**config.mk**
```make
export PLATFORM = sky130hd
export DESIGN_NAME = node_loader
export DESIGN_NICKNAME = d
export VERILOG_FILES = /design/src/rtl/node_loader.sv
export SDC_FILE = /design/constraint.sdc
export NUM_CORES = 1
export LEC_CHECK = 0
export ABC_AREA = 1
export CORE_ASPECT_RATIO = 1.2
export CORE_MARGIN = 2
export CORE_UTILIZATION = 36
export CTS_CLUSTER_SIZE = 28
export DETAILED_ROUTE_END_ITERATION = 16
export PLACE_DENSITY = 0.57
export SYNTH_ARGS = -nofsm -noshare
export SYNTH_HDL_FRONTEND = slang
export SYNTH_SLANG_ARGS = --single-unit
export TNS_END_PERCENT = 30
```
**constraint.sdc**
```tcl
create_clock -name aclk -period 2.2 [get_ports aclk]
set_clock_uncertainty 0.2 [all_clocks]
set_input_delay 0.55 -clock aclk [delete_from_list [all_inputs] [get_ports aclk]]
set_output_delay 0.55 -clock aclk [all_outputs]
set_load 0.01 [all_outputs]
```
**src/rtl/node_loader.sv**
```systemverilog
// node_loader
// ---------------------------------------------------------------------------
// Collects nine consecutive 16-bit Q3.13 population words from an AXI-Stream
// source into one D2Q9 lattice node and offers it to the collider through a
// valid/ready handshake.
//
// Handshakes: a transfer happens on a rising edge where valid and ready are
// both high.  Once a valid is raised it stays up, and its data stays stable,
// until that transfer.  Ready may be high or low independently of valid.
//
// Ports
//   aclk, aresetn            clock, asynchronous active-low reset
//   s_axis_tdata/tvalid/     upstream word stream; tlast marks the last word
//   tready/tlast             of the last node of a frame
//   f_null .. f_nw           assembled node populations (held in HOLD)
//   node_valid, node_ready   node handshake to the collider
//   node_idx                 index within frame of the node on f_*
//   frame_done               pulse on handoff of the frame's last node
//   tlast_err                sticky framing-error flag (cleared by reset only)
//   dbg_state                current FSM state (0 = FILL, 1 = HOLD)
// ---------------------------------------------------------------------------
module node_loader #(
    parameter int NODES_PER_FRAME = 64
) (
    input  logic        aclk,
    input  logic        aresetn,
    input  logic [15:0] s_axis_tdata,
    input  logic        s_axis_tvalid,
    output logic        s_axis_tready,
    input  logic        s_axis_tlast,
    output logic [15:0] f_null,
    output logic [15:0] f_n,
    output logic [15:0] f_ne,
    output logic [15:0] f_e,
    output logic [15:0] f_se,
    output logic [15:0] f_s,
    output logic [15:0] f_sw,
    output logic [15:0] f_w,
    output logic [15:0] f_nw,
    output logic        node_valid,
    input  logic        node_ready,
    output logic [15:0] node_idx,
    output logic        frame_done,
    output logic        tlast_err,
    output logic        dbg_state
);

    localparam logic [15:0] LAST_IDX  = 16'(NODES_PER_FRAME - 1);
    localparam logic [3:0]  LAST_WORD = 4'd8;

    typedef enum logic {
        S_FILL = 1'b0,
        S_HOLD = 1'b1
    } state_t;

    state_t      state_q, state_d;
    logic [3:0]  wcnt_q, wcnt_d;
    logic [15:0] idx_q, idx_d;
    logic [15:0] f_q [9];
    logic [15:0] f_d [9];
    logic        err_q, err_d;
    // Holds tready low until the first edge after reset is released.
    logic        ready_en_q;

    logic accept;
    logic last_node;
    logic last_word;

    assign s_axis_tready = ready_en_q && (state_q == S_FILL);
    assign node_valid    = (state_q == S_HOLD);
    assign accept        = s_axis_tvalid && s_axis_tready;
    assign last_node     = (idx_q == LAST_IDX);
    assign last_word     = (wcnt_q == LAST_WORD);

    always_comb begin
        state_d    = state_q;
        wcnt_d     = wcnt_q;
        idx_d      = idx_q;
        err_d      = err_q;
        frame_done = 1'b0;
        for (int i = 0; i < 9; i++) begin
            f_d[i] = f_q[i];
        end

        case (state_q)
            S_FILL: begin
                if (accept) begin
                    if (s_axis_tlast && !(last_word && last_node)) begin
                        // Early tlast: drop the partial node and restart
                        // the frame from node 0.
                        err_d  = 1'b1;
                        wcnt_d = 4'd0;
                        idx_d  = 16'd0;
                    end else begin
                        for (int i = 0; i < 9; i++) begin
                            if (wcnt_q == 4'(i)) begin
                                f_d[i] = s_axis_tdata;
                            end
                        end
                        if (last_word) begin
                            state_d = S_HOLD;
                            wcnt_d  = 4'd0;
                            // Missing tlast: flag it but deliver the node.
                            if (last_node && !s_axis_tlast) begin
                                err_d = 1'b1;
                            end
                        end else begin
                            wcnt_d = wcnt_q + 4'd1;
                        end
                    end
                end
            end
            S_HOLD: begin
                if (node_ready) begin
                    state_d    = S_FILL;
                    frame_done = last_node;
                    idx_d      = last_node ? 16'd0 : idx_q + 16'd1;
                end
            end
            default: begin
                state_d = S_FILL;
            end
        endcase
    end

    always_ff @(posedge aclk or negedge aresetn) begin
        if (!aresetn) begin
            state_q    <= S_FILL;
            wcnt_q     <= 4'd0;
            idx_q      <= 16'd0;
            err_q      <= 1'b0;
            ready_en_q <= 1'b0;
            for (int i = 0; i < 9; i++) begin
                f_q[i] <= 16'd0;
            end
        end else begin
            state_q    <= state_d;
            wcnt_q     <= wcnt_d;
            idx_q      <= idx_d;
            err_q      <= err_d;
            ready_en_q <= 1'b1;
            for (int i = 0; i < 9; i++) begin
                f_q[i] <= f_d[i];
            end
        end
    end

    assign f_null    = f_q[0];
    assign f_n       = f_q[1];
    assign f_ne      = f_q[2];
    assign f_e       = f_q[3];
    assign f_se      = f_q[4];
    assign f_s       = f_q[5];
    assign f_sw      = f_q[6];
    assign f_w       = f_q[7];
    assign f_nw      = f_q[8];
    assign node_idx  = idx_q;
    assign tlast_err = err_q;
    assign dbg_state = state_q;

endmodule

```
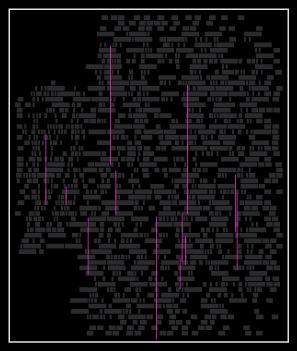
*The metal 4 layer*
Drawn at 2 px/um.
nets with wire on the layer: 9
share of all routed wire: 1.6%
longest straight run: 64.6 um
main direction: vertical

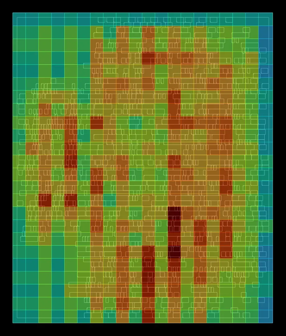
*Routing congestion map*
GR Util met1: 0.294
met3 Use GR: 0.0477
Util after Layout: 0.516

==> results.sh <==
# source this file to load flow results
export IMPL_first_pass_iters=5
export IMPL_violations="setup timing"
export IMPL_num_rows=59
export IMPL_ir_drop_mv=0.656
export IMPL_dieArea_um2=23000
export IMPL_grt_remaining_overflow=0
export IMPL_antenna_left=0
export IMPL_flop_cell="dfrtp_1"
export IMPL_grt_max_degree=51
export IMPL_layout_nets=1157
export IMPL_num_vias=7185
export IMPL_grt_pass1_wl_mm=39.2
export IMPL_yosys_cells=903
export IMPL_path_class="flop to output pin"
export IMPL_start_kind="flop"
export IMPL_tightest_slew_ns=0.518
export IMPL_rsz0062_at_grt="true"
export IMPL_die_h_um=166
export IMPL_yosysUniqueCellTypes=30
export IMPL_ys_flops=167
export IMPL_vias_per_cell=5.07
export IMPL_port_buffers=185
export IMPL_stdcell_count=1418
export IMPL_pin_count=186
export IMPL_cts_tree="built"
export IMPL_drive_gt1_frac=0.140
export IMPL_avgSynthCellArea_um2=8.68
export IMPL_first_iter_violations=582
export IMPL_cp_required_ns=1.45
export IMPL_fin_area_um2=11100
export IMPL_syn_area_um2=7840
export IMPL_routed_wl_mm=25.3
export IMPL_status="finished with violations"
export IMPL_wl_per_cell_um=17.8
export IMPL_hold_viol_final=0
export IMPL_syn2layout_area_growth_pct=41.7
export IMPL_drc_errors=0
export IMPL_critPathCaptureType="output pin"
export IMPL_first_global_vias=6772
export IMPL_arrival_ns=1.49
export IMPL_cts_sinks=167
export IMPL_yosys_warnings=0
export IMPL_place_area_um2=10300
export IMPL_syn_instance_count=903
export IMPL_path_cells="nor2_2 -> nand2_1 -> nor2_1 -> nand2_1 -> nor2_1 -> buf_2"
export IMPL_insertion_delay_ns=0.43
export IMPL_max_cap_violations=0
export IMPL_startpoint="node_idx[11]"
export IMPL_tool_warnings=31
export IMPL_finalMaxSlewViolations=0
export IMPL_h_tree_depth=4
export IMPL_floorplan_core_util=0.364
export IMPL_finalCritPeriodShare=1.02
export IMPL_cts_buffers=17
export IMPL_die_w_um=139
export IMPL_ys_area_um2=7840
export IMPL_p_per_area_nw_per_um2=1050
export IMPL_dp_cells=1376
export IMPL_finalSetupViolations=1
export IMPL_synth_net_count=929
export IMPL_hp_class="flop to flop"
export IMPL_max_freq_ghz=0.446
export IMPL_crit_slowest_cell="dfrtp_1"
export IMPL_slowest_delay_ns=0.39
export IMPL_clk_pin_slew_worst_paths_ns=0.07
export IMPL_antenna_found_initial=0
export IMPL_hp_start="f_s[7]"
export IMPL_core_um2=21600
export IMPL_gp_congestion=0.841
export IMPL_total_leakage_power_nw=5.46
export IMPL_pre_cts_slack_ns=-0.284
export IMPL_path_max_fanout=2
export IMPL_track_usage=0.218
export IMPL_final_setup_worst_slack_ns=-0.0397
export IMPL_cts_buffer_depth=2
export IMPL_synthArstFlopShare=1.00
export IMPL_dpl_hpwl_mm=17.0
export IMPL_maxSlewHeadroom=0.655
export IMPL_timing_final_crit_period_ns=2.24
export IMPL_edf_count=0
export IMPL_reg2reg_from="node_idx[1]"
export IMPL_clockRootBuffer="clkbuf_16"
export IMPL_ys_seq_frac=0.533
export IMPL_antenna_cells=0
==> cells in the mapped netlist, types with 2 or more instances <==
cell      number  area (um2)
nand2_1      373        1400
dfrtp_1      167        4180
nand4_1      133         832
nand3_1       43         215
nor2_1        40         150
buf_2         29         145
inv_1         27         101
buf_6         16         180
buf_4         13        97.6
clkbuf_1      13        48.8
nor3_2         9        90.1
o21ai_0        7        35.0
nand3_4        6         105
ha_1           5        62.6
nand3_2        3        30.0
a21oi_1        2        10.0
buf_12         2        40.0
o21bai_1       2        15.0
xor2_1         2        17.5
==> sequential cells by signal (all words and copies together), names as in the netlist <==
name        cells
wcnt_q          4
dbg_state       1
f_nw           16
f_e            16
f_sw           16
ready_en_q      1
f_w            16
f_n            16
node_idx       16
f_se           16
tlast_err       1
f_ne           16
f_s            16
f_null         16
==> cells by family (layout without fill, tap and decap cells) <==
group	Yosys count	in the layout	synth area share
AND-OR/OR-AND	12	12	0.00973
XOR/XNOR	3	3	0.00335
adder cells (fa/ha/maj)	5	5	0.00798
buffers and inverters	101	339	0.0787
flip-flops	167	167	0.533
other	1	1	0.000478
AND/OR/NAND/NOR	614	617	0.367
==> metrics by stage <==
stage                     TNS [ns]  power (mW)  hold slack (ns)
after floorplan                  0        5.95           0.0544
after global placement      -0.656        8.39            0.254
after detailed placement    -0.705        8.45            0.258
after CTS                   -0.178        11.7            0.275
after global routing        -0.304        12.3            0.292
final                      -0.0397        11.6            0.270
==> final timing paths <==
kind | end | slack (ns) | cells past startpoint
worst max-delay path | frame_done | -0.04 | 6
worst min-delay path | f_s[7] | 0.27 | 2
worst max register to register | f_n[2] | 0.11 | 10
worst min register to register | f_s[7] | 0.27 | 2
max in group asynchronous | f_e[10] | 0.76 | 3
min in group asynchronous | f_null[11] | 0.45 | 2
==> layout make-up <==
type	count	area, um2
Multi-Input combinational cell	638	3150
Fill cell	2057	10400
Sequential cell	167	4180
Clock inverter	14	210
Inverter	28	108
Timing Repair Buffer	279	2690
Tap cell	274	343
Clock buffer	18	429
==> routing by layer <==
metal | vias to the layer above | share of wire | GRT usage
li1 | 3468 | - | -
met1 | 3436 | 0.42 | 0.294
met2 | 253 | 0.49 | 0.354
met3 | 28 | 0.066 | 0.0477
met4 | 0 | 0.016 | 0.0654
met5 | - | 0 | 0
==> critical path: cells and delay by family (launching register included) <==
kind                   cells  cell delay (ns)
and+or+nand+nor            5             0.55
buffers and inverters      1             0.13
DFF                        1             0.39
==> cell usage in the layout, fill, tap and decap left out, types with 18 or more instances in the layout <==
cell	synthesis	final
buf_4	13	80
clkbuf_16	0	18
clkdlybuf4s50_1	0	164
dfrtp_1	167	166
dlygate4sd2_1	0	18
inv_1	27	27
nand2_1	373	373
nand3_1	43	42
nand4_1	133	133
nor2_1	40	37
==> where the power goes <==
group	switching (mW)	total, mW	internal [mW]
logic	1.75	3.77	2.02
registers	0.636	4.61	3.98
clock network	1.32	3.26	1.94
total	3.71	11.6	7.94
==> timing repair <==
item                       4_1_cts  5_1_grt
setup endpoints to repair       35      107
gates cloned                     0        4
hold buffers                     1        0
hold endpoints to repair        44        0
buffers inserted                 4        1
pin swaps                        1       10
resized                         25       16
Power is estimated from default activity; no workload was simulated.
